**Run 1: the clock network**

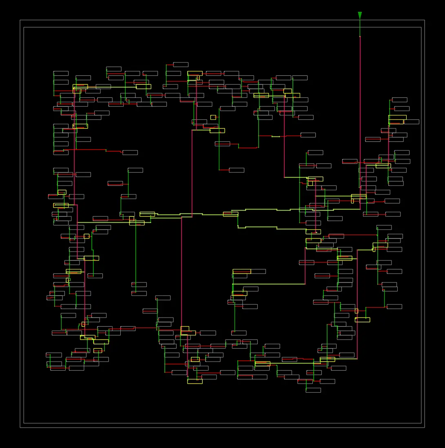
**Run 1: metal layers overlaid**

Two of the layers only.
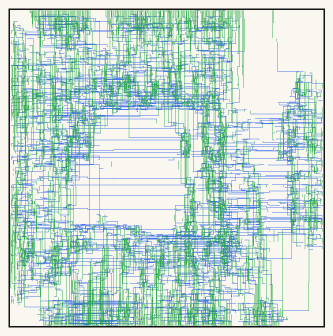
**Run 1: nets reached from selected ports**

The bar under the picture is 100 um long.
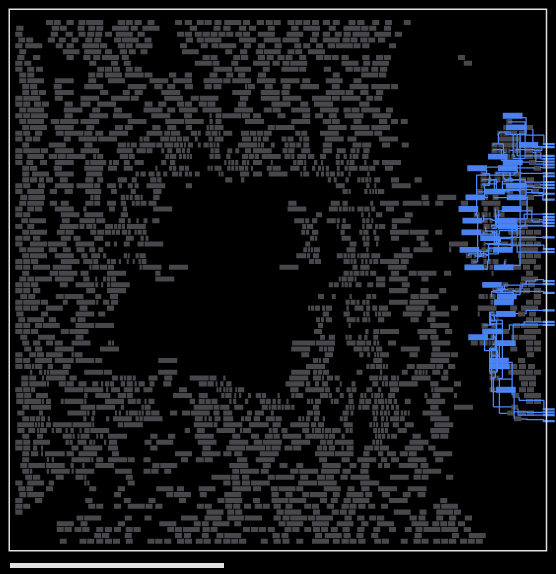
[config.mk]
export PLATFORM = sky130hd
export DESIGN_NAME = adder_share_ctrl
export DESIGN_NICKNAME = d
export VERILOG_FILES = /design/src/rtl/adder_share_ctrl_pkg.sv /design/src/rtl/adder_share_ctrl_rr_arbiter.sv /design/src/rtl/adder_share_ctrl.sv
export SDC_FILE = /design/constraint.sdc
export NUM_CORES = 1
export LEC_CHECK = 0
export CORE_AREA = 2 2 248 250
export DETAILED_ROUTE_END_ITERATION = 8
export DIE_AREA = 0 0 250 252
export PLACE_DENSITY = 0.63
export SYNTH_ARGS = -nofsm -noshare
export SYNTH_HDL_FRONTEND = slang
export SYNTH_HIERARCHICAL = 1
export SYNTH_SLANG_ARGS = --single-unit
[constraint.sdc]
create_clock -name clk -period 10.6 [get_ports clk]
set_input_delay 2.12 -clock clk [delete_from_list [all_inputs] [get_ports clk]]
set_output_delay 2.12 -clock clk [all_outputs]
set_load 0.03 [all_outputs]
[src/rtl/adder_share_ctrl_pkg.sv]
// Shared definitions for the shared add/sub controller: FSM state
// encoding, operation codes, default sizing and a ring-index helper.
package adder_share_ctrl_pkg;

  localparam int DEFAULT_W    = 64;
  localparam int DEFAULT_NREQ = 4;

  localparam logic OP_ADD = 1'b0;
  localparam logic OP_SUB = 1'b1;

  typedef enum logic [1:0] {
    ST_IDLE = 2'd0,
    ST_EXEC = 2'd1,
    ST_RESP = 2'd2
  } state_t;

  // Position 'offset' steps after 'base' on a ring of 'n' requesters.
  function automatic int wrapIndex(input int base, input int offset, input int n);
    return (base + offset) % n;
  endfunction

endpackage

[src/rtl/adder_share_ctrl_rr_arbiter.sv]
// Combinational round-robin arbiter: picks the first requesting index
// strictly after the last granted one, wrapping around the ring.
module rr_arbiter
  import adder_share_ctrl_pkg::*;
#(
  parameter int NREQ = DEFAULT_NREQ,
  parameter int IDW  = $clog2(NREQ)
) (
  input  logic [NREQ-1:0] i_req,
  input  logic [IDW-1:0]  i_last,
  output logic [IDW-1:0]  o_grant,
  output logic            o_any_req
);

  // Walk the ring from the farthest position to the nearest so that the
  // nearest requester after the last grant overwrites any earlier pick.
  always_comb begin
    o_grant   = '0;
    o_any_req = 1'b0;
    for (int off = NREQ; off >= 1; off--) begin
      if (i_req[wrapIndex(int'(i_last), off, NREQ)]) begin
        o_grant   = IDW'(wrapIndex(int'(i_last), off, NREQ));
        o_any_req = 1'b1;
      end
    end
  end

endmodule

[src/rtl/adder_share_ctrl.sv]
// Round-robin controller sharing a single W-bit add/sub datapath among
// NREQ requesters; one operation in flight, tagged response channel.
module adder_share_ctrl
  import adder_share_ctrl_pkg::*;
#(
  parameter int W    = DEFAULT_W,
  parameter int NREQ = DEFAULT_NREQ,
  parameter int IDW  = $clog2(NREQ),
  parameter int CNTW = 32
) (
  input  logic              clk,
  input  logic              rst,
  input  logic [NREQ-1:0]   req_valid,
  output logic [NREQ-1:0]   req_ready,
  input  logic [NREQ*W-1:0] req_a,
  input  logic [NREQ*W-1:0] req_b,
  input  logic [NREQ-1:0]   req_cin,
  input  logic [NREQ-1:0]   req_op,
  output logic              rsp_valid,
  input  logic              rsp_ready,
  output logic [IDW-1:0]    rsp_id,
  output logic [W-1:0]      rsp_sum,
  output logic              rsp_carry,
  output logic              busy,
  output logic [CNTW-1:0]   op_count
);

  state_t          r_state;
  state_t          w_nextState;

  logic [IDW-1:0]  r_last;
  logic [IDW-1:0]  w_grant;
  logic            w_anyReq;
  logic            w_accept;
  logic            w_rspFire;

  logic [W-1:0]    w_selA;
  logic [W-1:0]    w_selB;
  logic            w_selCin;
  logic            w_selOp;

  logic [W-1:0]    r_a;
  logic [W-1:0]    r_b;
  logic            r_cin;
  logic            r_op;
  logic [IDW-1:0]  r_id;

  logic [W-1:0]    w_bEff;
  logic [W:0]      w_addRes;

  logic            r_rspValid;
  logic [IDW-1:0]  r_rspId;
  logic [W-1:0]    r_rspSum;
  logic            r_rspCarry;
  logic [CNTW-1:0] r_opCount;

  rr_arbiter #(
    .NREQ (NREQ),
    .IDW  (IDW)
  ) u_arb (
    .i_req     (req_valid),
    .i_last    (r_last),
    .o_grant   (w_grant),
    .o_any_req (w_anyReq)
  );

  assign w_accept  = (r_state == ST_IDLE) && w_anyReq;
  assign w_rspFire = (r_state == ST_RESP) && r_rspValid && rsp_ready;

  // Route the granted requester's operand lanes to the capture registers.
  always_comb begin
    w_selA   = '0;
    w_selB   = '0;
    w_selCin = 1'b0;
    w_selOp  = OP_ADD;
    for (int i = 0; i < NREQ; i++) begin
      if (w_grant == IDW'(i)) begin
        w_selA   = req_a[i*W +: W];
        w_selB   = req_b[i*W +: W];
        w_selCin = req_cin[i];
        w_selOp  = req_op[i];
      end
    end
  end

  // Shared adder: subtraction feeds the two's complement of B, so B=0
  // yields an effective operand of zero and therefore no carry-out.
  always_comb begin
    w_bEff = (r_op == OP_SUB) ? (~r_b + W'(1)) : r_b;
  end

  assign w_addRes = {1'b0, r_a} + {1'b0, w_bEff} + {{W{1'b0}}, r_cin};

  // Next-state and grant decode; only IDLE can hand out a ready.
  always_comb begin
    w_nextState = r_state;
    req_ready   = '0;
    case (r_state)
      ST_IDLE: begin
        if (w_anyReq) begin
          req_ready[w_grant] = 1'b1;
          w_nextState        = ST_EXEC;
        end
      end
      ST_EXEC: begin
        w_nextState = ST_RESP;
      end
      ST_RESP: begin
        if (r_rspValid && rsp_ready) begin
          w_nextState = ST_IDLE;
        end
      end
      default: begin
        w_nextState = ST_IDLE;
      end
    endcase
  end

  // State register; reset drops any in-flight operation.
  always_ff @(posedge clk or posedge rst) begin
    if (rst) begin
      r_state <= ST_IDLE;
    end else begin
      r_state <= w_nextState;
    end
  end

  // Operand capture and priority pointer, both updated only on a grant so
  // idle cycles never rotate priority.
  always_ff @(posedge clk or posedge rst) begin
    if (rst) begin
      r_a    <= '0;
      r_b    <= '0;
      r_cin  <= 1'b0;
      r_op   <= OP_ADD;
      r_id   <= '0;
      r_last <= IDW'(NREQ - 1);
    end else if (w_accept) begin
      r_a    <= w_selA;
      r_b    <= w_selB;
      r_cin  <= w_selCin;
      r_op   <= w_selOp;
      r_id   <= w_grant;
      r_last <= w_grant;
    end
  end

  // Response registers: loaded at the end of EXEC, held through
  // backpressure, retired with a count bump on the response handshake.
  always_ff @(posedge clk or posedge rst) begin
    if (rst) begin
      r_rspValid <= 1'b0;
      r_rspId    <= '0;
      r_rspSum   <= '0;
      r_rspCarry <= 1'b0;
      r_opCount  <= '0;
    end else if (r_state == ST_EXEC) begin
      r_rspValid <= 1'b1;
      r_rspId    <= r_id;
      r_rspSum   <= w_addRes[W-1:0];
      r_rspCarry <= w_addRes[W];
    end else if (w_rspFire) begin
      r_rspValid <= 1'b0;
      r_opCount  <= r_opCount + CNTW'(1);
    end
  end

  assign rsp_valid = r_rspValid;
  assign rsp_id    = r_rspId;
  assign rsp_sum   = r_rspSum;
  assign rsp_carry = r_rspCarry;
  assign op_count  = r_opCount;
  assign busy      = (r_state == ST_EXEC) || (r_state == ST_RESP);

endmodule

==> notes.md, run 1 <==
Item: results of the latest flow run.

- Counting the buffers created by CTS gives 28.
- According to the finish report, the design has a final net count of 2700.
- The share of synthesized area in the top cell type comes to 0.3412.
- The first-pass GRT wire length is 92.47 mm.
- Per report_power, the top consumer among the power groups is combinational cells.
- Hold-check failures listed in the final report amount to 0.
- Counting flops with a built-in enable in the synthesized netlist gives 0.
- At the pin with the least slew margin, the transition time is 1.005 ns.
- The switching fraction of total power is 0.4681.
- The maximum clock rate is 153.2 MHz.
- The number of instances resized during post-cts repair is 0.
- The starting density of the core is 0.2854.
- The layout summary lists the proportion of cells stronger than drive strength 1 as 0.1890.
- The worst-case clock buffer depth is 3.
- The part of the power in registers is 0.184.
- The clock sink count is 236.
- The net load switching power is 0.004488 W.
- The share of synthesized registers carrying an async set or reset is 1.000.
- The power attributed to combinational cells is 0.00685 W.
- The number of vias in the routed layout is 14718.
- The initial antenna violation count is 3.
- Row generation in the floorplan step produced 90 rows.
- Per the synthesis report, the dominant area consumer among library cells is dfrtp_1.
- In the synthesized netlist the dominant register cell turns out to be dfrtp_1.
- The die outline width is 250 um.
- The routed design has 61.45 mm of wire.
- The average wire per standard cell is 21.25 um.
- Counting distinct cell types in the post-synthesis netlist gives 64.
- TritonCTS built the clock tree.
- Dividing the final minimum period by the clock period gives 0.6157.
- The remaining global-route overflow is 0.
- Max-slew check failures listed in the final report amount to 0.
- The H-tree depth reported by CTS is 1.
- The count of nets left with antenna violations once routing finished came out at 0.
- Across the run, the number of max-cap violations was 0.
- In this run the standard cell core region covers 60130 um^2.
- The flow reported a cell area power density of 379.8 nW/um^2.
- The die covers 63000 um^2.
- The worst endpoint data arrival time is 6.97 ns.
- Before any placement, the netlist area is recorded as 17160 um^2.
- In the post-synthesis netlist, the cell with the most instances is dfrtp_1.
- The type of element launching the critical path is a flop.
- In the final run the clock tree shows a worst skew of 0.01983 ns.
- The top fanout value on the critical path is 7.
- The post-synthesis to final-layout area growth is 47.11%.
- The top cell type in the final layout, fill and taps aside, is clkdlybuf4s50_1.
- The first TritonRoute pass finished after 5 iterations.
- The synthesis-stage register bit count is 236.
- The number of top-level design ports is 632.
- The final report lists the setup-violating endpoint count as 0.
- From bottom edge to top edge, the die measures 252 um.
- The critical path in this run is classified as reg -> reg.
- The placement stage leaves a total instance area of 24310 um^2.
- The remaining max-slew budget at the tightest pin is 0.3300.
- The via-per-instance ratio is 5.091.
- For the finished layout, the period the worst path requires is 6.526 ns.
- STA classifies the critical path endpoint as a flop.
- The total negative setup slack is 0 ns.
- The worst-case IR drop observed on VDD is 0.0001899 V.
- The final instance area is 25240 um^2.
- The number of buffers added to fix hold violations after cts is 0.
- The flow ran to the end, and the final reports show no timing, DRC or antenna violations.
- The average instance in the mapped netlist occupies 11.52 um^2.
- By area the synthesized netlist is led by dfrtp_1 34%, mux4_2 17%, mux2_2 12%.
- The sequential cell area fraction in the yosys report is 0.3443.
- The data required time at the worst endpoint is 11.04 ns.
- The number of port buffers is 631.
- Cell internal power was estimated by the tool at 0.005099 W.
- Once iteration 0 of detailed routing completed, the report listed 865 DRC markers.
- The count of tool warnings is 45.
- The synthesis area per yosys is 17160 um^2.
- Setup repair after global routing left no endpoint under its margin.
- The DRC violation total left in the routed layout is recorded as 0.
- The buffer cell driving the clock tree root is clkbuf_16.
- Routability-driven placement finished with a final weighted congestion of 0.9015.
- Warnings reported by Yosys during synthesis add up to 6.
- The net count after synthesis is 2101.
- The library cells used most frequently in the layout, excluding fill and tap cells, are 631 x clkdlybuf4s50_1, 233 x dfrtp_1, 181 x mux2_2, 130 x mux4_2, 124 x xnor2_1.
- Detailed placement ended at an HPWL of 50.85 mm.
- The via count of the first global-routing pass is 15521.
- Per the post-synthesis report, the number of cells in the design is 1490.
- For this run, the total global-route usage over all layers was measured as 0.1899.
- The power consumed by sequential cells is 0.00176 W.
- The leakage power is 9.736 nW.
- The clock network fraction of total power is 0.102.
- Entering global routing, the biggest net connects 124 pins.
- The combinational share of power is 0.715.
- Sorting the synthesized cells by how often they occur yields 234 x dfrtp_1, 181 x mux2_2, 130 x mux4_2, 124 x xnor2_1, 106 x nand2_1.
- The clock-pin slew of the registers on the worst-case setup and hold paths is 0.06 ns.
- The classification of the worst-slack hold path is reg -> reg.
- Clock latency on the worst-skew pair, taken at its later pin, is 0.57 ns.
- The number of cells in the yosys synthesis report is 1490.
- Buffers added to address setup during post-CTS repair amount to 0.
## Picture notes: 'the clock network'
P_clk: 0.000977 W
clkbuf count: 39
number of flip-flops and latches: 236

## Picture notes: 'metal layers overlaid'
color	layer	wire length
green	metal 2	30.9 mm
blue	metal 1	25.6 mm

## Picture notes: 'nets reached from selected ports'
color	port	bits	direction	edge	end cells	buffers	wire
blue	`op_count`	32	output	right	32	32	1460 um

run 1: per-stage QoR:
stage | total power [W] | worst slack, ns | cells | hold WS [ns] | utilization
floorplan | 0.006617 | 2.009 | 1490 | 0.4414 | -
detailed placement | 0.008633 | 4.061 | 2841 | 0.4651 | 0.4043
global route | 0.01039 | 3.808 | 2890 | 0.4962 | 0.4198
CTS | 0.009678 | 4.042 | 2888 | 0.4765 | 0.4197
finish | 0.009587 | 4.074 | 2891 | 0.4729 | 0.4198
global placement | 0.008520 | 4.083 | 2841 | 0.4653 | 0.4043
run 1: critical path, stage by stage (launching register included):
cell,delay (ns)
dfrtp_1,0.44
nor4_1,0.34
inv_1,0.11
or3_4,0.36
or4_1,0.60
nor4_1,0.61
nand3_1,0.37
o31ai_1,0.34
xnor2_1,0.18
ha_1,0.35
nand2_1,0.23
nor2_1,0.06
a21oi_1,0.22
o31ai_1,0.11
a211o_1,0.38
a21oi_1,0.47
o21ai_1,0.26
a311oi_1,0.59
xnor2_1,0.10
mux2_2,0.28
run 1: metal layers:
layer | GRT usage | vias to the layer above | routed length (um) | share of wire
li1 | - | 6860 | - | -
met1 | 0.2369 | 7291 | 25580 | 0.42
met2 | 0.3363 | 492 | 30850 | 0.50
met3 | 0.03312 | 75 | 3258 | 0.053
met4 | 0.05492 | 0 | 1758 | 0.029
met5 | 0 | - | 0 | 0
run 1: area by class of cell:
| type | instances | area (um^2) |
|---|---|---|
| well taps | 782 | 978.4 |
| multi-input cells | 1147 | 10890 |
| clock buffers | 39 | 823.3 |
| fillers | 5725 | 34890 |
| repair buffers | 643 | 6406 |
| flip-flops and latches | 236 | 5909 |
| diodes | 3 | 7.507 |
| inverters | 33 | 131.4 |
| clock inverters | 8 | 102.6 |
run 1: kinds of logic (layout without fill, tap and decap cells):
logic type / after synthesis / in the layout / synth area share
XOR/XNOR: 151 / 151 / 0.07707
other: 0 / 3 / 0
flip-flops: 236 / 236 / 0.3443
multiplexers: 313 / 313 / 0.2906
AND/OR/NAND/NOR: 299 / 299 / 0.08720
AND-OR/OR-AND: 300 / 300 / 0.1149
buffers and inverters: 107 / 723 / 0.02384
adder cells (fa/ha/maj): 84 / 84 / 0.06212
run 1: path summary, 6_finish.rpt:
| check | startpoint | end | slack [ns] | cells past startpoint |
|---|---|---|---|---|
| min in group asynchronous | rst | op_count[29]$_DFFE_PP0P_ | 2.12 | 2 |
| max reg2reg | r_b[5]$_DFFE_PP0P_ | rsp_sum[59]$_DFFE_PP0P_ | 4.07 | 19 |
| max in group asynchronous | rst | r_op$_DFFE_PP0P_ | 6.98 | 3 |
| min | op_count[31]$_DFFE_PP0P_ | op_count[31]$_DFFE_PP0P_ | 0.47 | 1 |
| max | r_b[5]$_DFFE_PP0P_ | rsp_sum[59]$_DFFE_PP0P_ | 4.07 | 19 |
| min reg2reg | op_count[31]$_DFFE_PP0P_ | op_count[31]$_DFFE_PP0P_ | 0.47 | 1 |
run 1: state kept, by name, summed over array words and instances (netlist names):
name	flops
r_a	64
r_b	64
rsp_sum	64
op_count	32
r_id	2
r_last	2
r_state	2
rsp_id	2
r_cin	1
r_op	1
rsp_carry	1
rsp_valid	1
==> run 2, diff against run 1 <==
==> constraint.sdc (replaced) <==
create_clock -name clk -period 6.3 [get_ports clk]
set_input_delay 1.26 -clock clk [delete_from_list [all_inputs] [get_ports clk]]
set_output_delay 1.26 -clock clk [all_outputs]
set_load 0.03 [all_outputs]
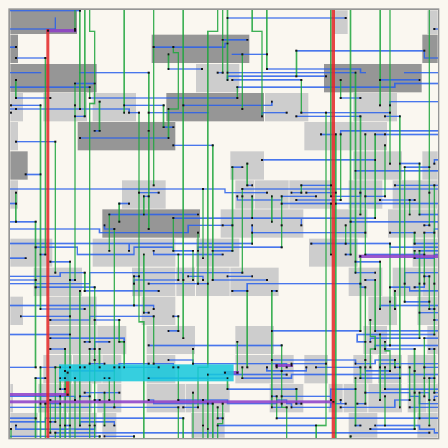
**Above:** run 2 (close-up of the layout).
Region (42, 169) to (82, 209) um. Cells in gray, sequential cells in the stronger gray; small squares are vias.
color	layer
red	metal 4
purple	metal 3
green	metal 2
cyan	metal 5
blue	metal 1
most frequent	xnor2_1 (10), ha_1 (10)
netlist names of flops here include	`r_a` (3), `rsp_sum` (3)
sequential cells in the window	7
cells with their middle in the window	73

==> run 2 against run 1 <==
  * Wire length is 1.4% lower
  * First-iteration DRC count rose by 22%
  * Core utilization increased by 0.36 points
  * Via count rose by 0.46%
  * Synthesized area unchanged
  * Critical path type unchanged
  * Largest cell class unchanged
  * Highest routed layer is now met5
==> notes.md, run 2 <==
Item: results of the latest flow run.

- The worst hold path belongs to the class reg -> reg.
- The first TritonRoute pass finished after 6 iterations.
- Per the finish-stage timing summary, setup violations number 0.
- The initial antenna violation count is 1.
- Per the post-synthesis stats, the area per cell is 11.52 um^2.
- Yosys printed 6 warnings.
- TritonCTS built the clock tree.
- According to the timing report, the data required time at the worst endpoint equals 6.74 ns.
- The fraction of the mapped netlist area in simple logic gates is 0.08720.
- The H-tree depth reported by CTS is 1.
- The buffer cell driving the clock tree root is clkbuf_16.
- The detailed placement HPWL is 49.66 mm.
- The count of nets after finishing is 2710.
- The post-detailed-placement cell area is 24380 um^2.
- The number of clock buffers added by TritonCTS is 28.
- The total overflow left after global routing is 0.
- For reference, the most critical setup path is categorized as reg -> reg.
- In this run the cell area of the synthesized design comes to 17160 um^2.
- The average wire per standard cell is 20.86 um.
- The number of routed nets with antenna violations is 0.
- The category of the worst setup path capture point is a flop.
- The final instance area is 25460 um^2.
- By count the netlist is led by 234 x dfrtp_1, 181 x mux2_2, 130 x mux4_2, 124 x xnor2_1, 106 x nand2_1.
- The DRC violation count after routing is 0.
- The synth_stat.txt file lists the number of cells as 1490.
- The number of rows created at floorplan is 90.
- Total power for the finished layout comes to 0.01645 W.
- Total power normalized to cell area comes to 646.2 nW/um^2.
- Max-cap violations in this run came to 0.
- STA puts the critical path data arrival time at 6.38 ns.
- According to the CTS report, the clock sink count is 236.
- The flow reports an fmax of 168.3 MHz.
- For reference, the top cells by area after synthesis are dfrtp_1 34%, mux4_2 17%, mux2_2 12%.
- The maximum number of pins on one net before global-route repair is 131.
- The die outline width is 250 um.
- Per the cell usage report, the commonest logic cell in the layout is clkdlybuf4s50_1.
- The synthesis area per yosys is 17160 um^2.
- Between the synthesized netlist and the finished layout, the area growth was recorded as 48.39%.
- The run finished with clean final reports.
- For this run, the share of the core covered by cells in the final layout is 0.4235.
- The count of tool warnings is 45.
- The count of cell types in the netlist is 64.
- The final-report hold violation count is 0.
- The global-route total usage across every layer is 0.1863.
- The critical path maximum fanout is 6.
- The fraction of the mapped netlist area in compound gates is 0.1149.
- The type of element launching the critical path is a flop.
- The placer congestion estimate is 0.8683.
- The final cycle utilization of the critical path is 0.9430.
- Port buffering added 631 buffers.
- Yosys mapped a number of flops with a built-in enable equal to 0.
- The commonest register cell is dfrtp_1.
- The via count of the first global-routing pass is 15596.
- The shortest period the worst path allows is 5.941 ns.
- The share of synthesized area in the top cell type comes to 0.3412.
- From bottom edge to top edge, the die measures 252 um.
- The sequential cell area fraction in the yosys report is 0.3443.
- The iteration-0 DRC count of the detailed router is 1056.
- The synthesis-stage register bit count is 236.
- For the worst-skew pair, the clock arrives at the later sink with an insertion delay of 0.57 ns.
- The area of the core is 60130 um^2.
- The remaining max-slew budget at the tightest pin is 0.3491.
- Per the synthesis report, the adder-cell share of the synthesized area is 0.06212.
- The pin slew with the least headroom to its limit is 0.9763 ns.
- The layout summary lists the proportion of cells stronger than drive strength 1 as 0.1987.
- 632 I/O pins were placed.
## run 2: cell counts after synthesis
Identical to the previous run, type by type.
## run 2: path summary, 6_finish.rpt
path                                     startpoint                      end  slack, ns  cells past startpoint
worst max register to register   r_b[5]$_DFFE_PP0P_  rsp_sum[60]$_DFFE_PP0P_       0.36                     23
worst min register to register  r_id[0]$_DFFE_PP0P_      r_id[0]$_DFFE_PP0P_       0.47                      2
worst min-delay path            r_id[0]$_DFFE_PP0P_      r_id[0]$_DFFE_PP0P_       0.47                      2
worst max-delay path             r_b[5]$_DFFE_PP0P_  rsp_sum[60]$_DFFE_PP0P_       0.36                     23
max in group asynchronous                       rst      r_b[33]$_DFFE_PP0P_       3.77                      4
min in group asynchronous                       rst  rsp_sum[18]$_DFFE_PP0P_       1.24                      3
## run 2: critical path, stage by stage (launching register included)
cell      delay, ns
dfrtp_1        0.44
nor4_2         0.30
inv_1          0.12
or3_4          0.35
or4_4          0.45
or2_4          0.26
or3_4          0.42
nand2b_4       0.17
nand2b_4       0.19
or3_1          0.40
nand2_1        0.11
xnor2_1        0.16
ha_1           0.30
a21oi_1        0.26
o21ai_0        0.14
a21o_1         0.19
a21oi_1        0.13
o21ai_0        0.13
a21oi_1        0.15
o21ai_1        0.14
a311o_1        0.35
a21oi_1        0.26
xnor2_1        0.10
mux2_2         0.27
## run 2: area by class of cell
type | count | area (um^2)
clock inverters | 12 | 196.4
inverters | 33 | 127.6
diodes | 2 | 5.005
well taps | 782 | 978.4
clock buffers | 38 | 819.5
repair buffers | 653 | 6494
flip-flops and latches | 236 | 5909
fillers | 5719 | 34670
multi-input cells | 1147 | 10930
## run 2: routing by layer
layer,vias up,GRT usage,wire [um]
li1,6887,-,-
met1,7272,0.2362,25370
met2,539,0.3260,30020
met3,85,0.03229,3400
met4,2,0.05287,1757
met5,-,0,14
## run 2: cell families (layout without fill, tap and decap cells)
group                      Yosys count  in the layout
buffers and inverters              107            736
DFF                                236            236
xor gates and xnor gates           151            151
AOI/OAI and AO/OA                  300            300
muxes                              313            313
adders and majority gates           84             84
and+or+nand+nor                    299            299
other                                0              2
## run 2: power breakdown
group | leakage (nW) | internal (W) | switching (W) | total [W]
sequential | 2.82 | 0.00228 | 0.000690 | 0.00297
clock | 0.503 | 0.00111 | 0.000668 | 0.00178
combinational | 6.52 | 0.00543 | 0.00628 | 0.0117
## run 2: metrics by stage
step | hold slack [ns] | worst slack, ns
floorplan | 0.4414 | 0.9553
global placement | 0.4617 | 0.1523
detailed placement | 0.4594 | 0.1410
CTS | 0.4742 | 0.1005
global route | 0.5070 | -0.006089
finish | 0.4737 | 0.3589
## run 2: repair_timing
action / 4_1_cts / 5_1_grt
resized: 0 / 11
setup endpoints to repair: 0 / 11
buffers inserted: 0 / 2
No activity file was given, so power comes from the tool's default toggle rates.
